$ cat src/rtl/lcd_pkg.sv
// Shared constants and FSM encoding for the LCD1602 message arbiter.
// Message codes match the sel_msg table of the LCD text controller.
package lcd_pkg;

  localparam logic [1:0] MSG_USER     = 2'b00;
  localparam logic [1:0] MSG_KEY      = 2'b01;
  localparam logic [1:0] MSG_OPEN     = 2'b10;
  localparam logic [1:0] MSG_INTRUDER = 2'b11;

  localparam logic [7:0] NO_DIGIT = 8'd15;

  typedef enum logic [1:0] {
    IDLE     = 2'd0,
    ANNOUNCE = 2'd1,
    HOLD     = 2'd2,
    RELEASE  = 2'd3
  } arb_state_e;

endpackage

$ cat src/rtl/lcd_arb_pick.sv
// Combinational winner select for the LCD arbiter.
// LCD_ARB_RR_EN: round-robin from ptr_i; otherwise highest index wins.
module lcd_arb_pick #(
  parameter  int NUM_REQ = 4,
  localparam int IW      = $clog2(NUM_REQ)
) (
  input  logic [NUM_REQ-1:0] req_i,
`ifdef LCD_ARB_RR_EN
  input  logic [IW-1:0]      ptr_i,
`endif
  output logic [NUM_REQ-1:0] win_oh_o,
  output logic [IW-1:0]      win_idx_o,
  output logic               valid_o
);

`ifdef LCD_ARB_RR_EN
  logic found;
  int   j;
`endif

  always_comb begin
    win_oh_o  = '0;
    win_idx_o = '0;
    valid_o   = |req_i;
`ifdef LCD_ARB_RR_EN
    found = 1'b0;
    j     = 0;
    for (int k = 0; k < NUM_REQ; k++) begin
      j = (int'(ptr_i) + k) % NUM_REQ;
      if (!found && req_i[j]) begin
        found     = 1'b1;
        win_idx_o = IW'(j);
      end
    end
`else
    for (int i = 0; i < NUM_REQ; i++) begin
      if (req_i[i]) win_idx_o = IW'(i);
    end
`endif
    if (valid_o) win_oh_o[win_idx_o] = 1'b1;
  end

endmodule

$ cat src/rtl/lcd_msg_arbiter.sv
// Shares one LCD1602 controller between NUM_REQ requesters.
// Define LCD_ARB_RR_EN for round-robin, else fixed highest-index priority.
module lcd_msg_arbiter
  import lcd_pkg::*;
#(
  parameter int         NUM_REQ     = 4,
  parameter int         CHG_CYCLES  = 1_600_000,
  parameter int         HOLD_CYCLES = 50_000_000,
  parameter logic [1:0] DEFAULT_MSG = MSG_USER
) (
  input  logic                 clk,
  input  logic                 reset,
  input  logic [NUM_REQ-1:0]   req_i,
  input  logic [2*NUM_REQ-1:0] msg_i,
  input  logic [4*NUM_REQ-1:0] digit_i,
  output logic [NUM_REQ-1:0]   gnt_o,
  output logic [NUM_REQ-1:0]   done_o,
  output logic [1:0]           sel_msg,
  output logic                 message_change,
  output logic [7:0]           data_o,
  output logic                 busy_o
);

  localparam int IW = $clog2(NUM_REQ);
  localparam int CW = $clog2(CHG_CYCLES + 1);
  localparam int HW = $clog2(HOLD_CYCLES + 1);
  localparam logic [CW-1:0] CHG_LAST  = CW'(CHG_CYCLES - 1);
  localparam logic [HW-1:0] HOLD_LAST = HW'(HOLD_CYCLES - 1);

  arb_state_e          state_q;
  logic [NUM_REQ-1:0]  gnt_q;
  logic [NUM_REQ-1:0]  done_q;
  logic [1:0]          sel_q;
  logic                chg_q;
  logic [7:0]          data_q;
  logic [IW-1:0]       idx_q;
  logic [CW-1:0]       chg_cnt_q;
  logic [HW-1:0]       hold_cnt_q;

  logic [NUM_REQ-1:0]  win_oh;
  logic [IW-1:0]       win_idx;
  logic                win_vld;
  logic                keep;
  logic [3:0]          dig;

`ifdef LCD_ARB_RR_EN
  logic [IW-1:0] ptr_q;
  logic [IW-1:0] ptr_d;

  assign ptr_d = (idx_q == IW'(NUM_REQ - 1)) ? '0 : idx_q + IW'(1);
`endif

  lcd_arb_pick #(
    .NUM_REQ (NUM_REQ)
  ) u_pick (
    .req_i     (req_i),
`ifdef LCD_ARB_RR_EN
    .ptr_i     (ptr_q),
`endif
    .win_oh_o  (win_oh),
    .win_idx_o (win_idx),
    .valid_o   (win_vld)
  );

  assign keep = req_i[idx_q];
  assign dig  = digit_i[{idx_q, 2'b00} +: 4];

  always_ff @(posedge clk) begin
    if (reset) begin
      state_q    <= IDLE;
      gnt_q      <= '0;
      done_q     <= '0;
      sel_q      <= DEFAULT_MSG;
      chg_q      <= 1'b0;
      data_q     <= NO_DIGIT;
      idx_q      <= '0;
      chg_cnt_q  <= '0;
      hold_cnt_q <= '0;
`ifdef LCD_ARB_RR_EN
      ptr_q      <= '0;
`endif
    end else begin
      done_q <= '0;
      unique case (state_q)
        IDLE: begin
          if (win_vld) begin
            state_q   <= ANNOUNCE;
            gnt_q     <= win_oh;
            idx_q     <= win_idx;
            sel_q     <= msg_i[{win_idx, 1'b0} +: 2];
            chg_q     <= 1'b1;
            chg_cnt_q <= '0;
          end
        end
        ANNOUNCE: begin
          if (!keep) begin
            state_q <= RELEASE;
            gnt_q   <= '0;
            chg_q   <= 1'b0;
            data_q  <= NO_DIGIT;
          end else begin
            data_q <= {4'h0, dig};
            if (chg_cnt_q == CHG_LAST) begin
              state_q    <= HOLD;
              chg_q      <= 1'b0;
              hold_cnt_q <= '0;
            end else begin
              chg_cnt_q <= chg_cnt_q + CW'(1);
            end
          end
        end
        HOLD: begin
          if (!keep) begin
            state_q <= RELEASE;
            gnt_q   <= '0;
            data_q  <= NO_DIGIT;
          end else if (hold_cnt_q == HOLD_LAST) begin
            // keep is known high here, so done goes to the winner
            state_q <= RELEASE;
            gnt_q   <= '0;
            done_q  <= gnt_q;
            data_q  <= NO_DIGIT;
          end else begin
            data_q     <= {4'h0, dig};
            hold_cnt_q <= hold_cnt_q + HW'(1);
          end
        end
        RELEASE: begin
          state_q <= IDLE;
`ifdef LCD_ARB_RR_EN
          ptr_q   <= ptr_d;
`endif
        end
        default: state_q <= IDLE;
      endcase
    end
  end

  assign gnt_o          = gnt_q;
  assign done_o         = done_q;
  assign sel_msg        = sel_q;
  assign message_change = chg_q;
  assign data_o         = data_q;
  assign busy_o         = (state_q != IDLE);

endmodule

$ cat config.mk
export PLATFORM = sky130hd
export DESIGN_NAME = lcd_msg_arbiter
export DESIGN_NICKNAME = d
export VERILOG_FILES = /design/src/rtl/lcd_pkg.sv /design/src/rtl/lcd_arb_pick.sv /design/src/rtl/lcd_msg_arbiter.sv
export SDC_FILE = /design/constraint.sdc
export NUM_CORES = 1
export LEC_CHECK = 0
export ABC_CLOCK_PERIOD_IN_PS = 3650
export CAP_MARGIN = 15
export CORE_UTILIZATION = 50
export CTS_CLUSTER_DIAMETER = 40
export DETAILED_ROUTE_END_ITERATION = 8
export GPL_TIMING_DRIVEN = 0
export PLACE_DENSITY = 0.71
export SLEW_MARGIN = 20
export SYNTH_ARGS = -nofsm -noshare
export SYNTH_HDL_FRONTEND = slang
export SYNTH_SLANG_ARGS = --single-unit
$ cat constraint.sdc
create_clock -name clk -period 3.65 [get_ports clk]
set_input_delay 0.73 -clock clk [delete_from_list [all_inputs] [get_ports clk]]
set_output_delay 0.73 -clock clk [all_outputs]
set_load 0.1 [all_outputs]
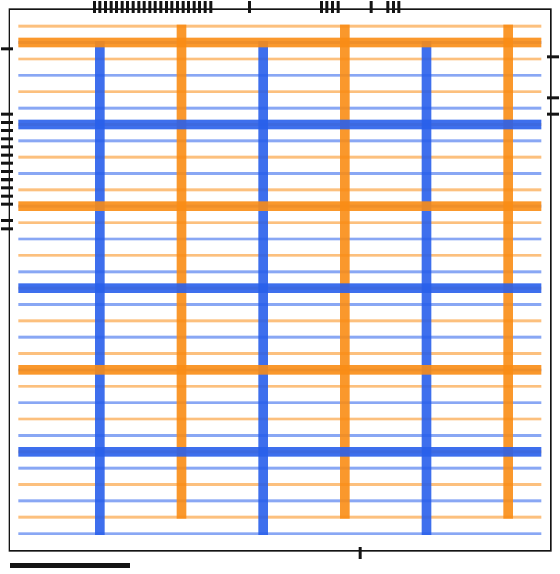
Figure 1: floorplan with the power grid.
Scale bar: 20 µm. Pins as bars on the die edge.
- blue: VSS
- orange: VDD
- met4 straps: 6
- signal pins: 50
- met5 straps: 6
- met1 rails: 32
- rows: 31
VDD IR max: 0.000688 V
die height: 89.7 µm
die x size: 89.7 µm
Core Area: 7330 µm²

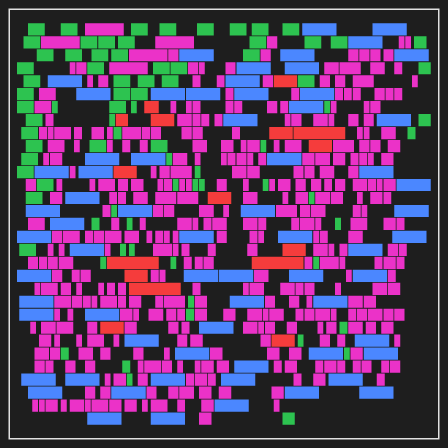
Figure 2: cell classes on the final placement.
- blue: flops (cells 66; share of their area 29%)
- green: other buffers and delay cells (cells 79; share of their area 13%)
- magenta: combinational and other logic (cells 371; share of their area 52%)
- red: clock drivers and dummy loads (cells 16; share of their area 6.0%)
sequential share of cell area: 28.1%
Final Util: 64.1%

==> out/results.txt <==
Status - completed
Pre-CTS WS - 398 ps
Measured slew at the worst slew-check pin - 1030 ps
Tmin final - 3270 ps
Worst path required time - 2920 ps
First-pass GRT wire length - 18100 µm
Tool warning count - 28
Worst-path clk slew - 70 ps
CTS Sinks - 66
Arrival time of the worst setup path - 2540 ps
Max clock buf depth - 2
Compound-Gate Fraction of Synth Area - 21.8%
Largest register FFs - 26
Crit path max-delay family - buffers and inverters
CP max FO - 10
XOR/XNOR Fraction of Synth Area - 0%
Seq pwr share - 27.2%
CTS tree - done
Via Count - 3963
Final Power - 3.06 mW
Gr ovfl total - 0
Setup Crit Path Kind - flip-flop to primary output
# hold bufs at CTS - 0
Post-CTS Resized - 0
cell type report:
class                           count  area [µm²]  area share (%)
Buffer                             35         155            3.30
Clock buffer                       10         138            2.93
Clock inverter                      6         136            2.90
Inverter                           11        41.3           0.879
Multi-Input combinational cell    360        2340            49.9
Sequential cell                    66        1320            28.1
Tap cell                           99         124            2.64
Timing Repair Buffer               44         440            9.37
worst reg2reg max path: stages (launching register included):
cell      delay, ps
dfxtp_1         350
ha_1            250
and3_1          200
and3_1          180
clkbuf_1        170
a21oi_1         630
buf_2           360
nor2_1          220
a311oi_1        380
Yosys cell counts (all sizes together), types with 3 or more instances:
master / count / area, µm²
dfxtp: 66 / 1320
nand2: 52 / 195
a21oi: 31 / 155
clkbuf: 24 / 90.1
o21ai: 22 / 110
nor2: 18 / 67.6
nand3: 17 / 85.1
nand4: 17 / 113
o31ai: 17 / 128
nand2b: 16 / 100
mux2i: 15 / 150
or4: 15 / 113
and3: 13 / 81.3
buf: 11 / 65.1
inv: 11 / 41.3
nor3: 11 / 55.1
a31oi: 10 / 62.6
and4: 8 / 70.1
nor4: 8 / 62.6
and2: 7 / 43.8
a21boi: 6 / 45.0
o311ai: 6 / 52.6
or3: 6 / 37.5
ha: 5 / 62.6
mux4: 5 / 113
nand4b: 5 / 43.8
nor4b: 5 / 43.8
a211oi: 4 / 30.0
a311oi: 4 / 35.0
o22ai: 4 / 25.0
or2: 4 / 25.0
a21o: 3 / 22.5
a221oi: 3 / 26.3
a31o: 3 / 26.3
a41oi: 3 / 26.3
how the worst max path moves through the flow:
stage                           to  slack, ps
detailed placement   chg_cnt_q[19]        400
finish                      busy_o        380
global route                busy_o        240
floorplan           hold_cnt_q[24]       1140
global placement      chg_cnt_q[9]        420
CTS                         busy_o        390
Power and IR drop assume default switching activity.
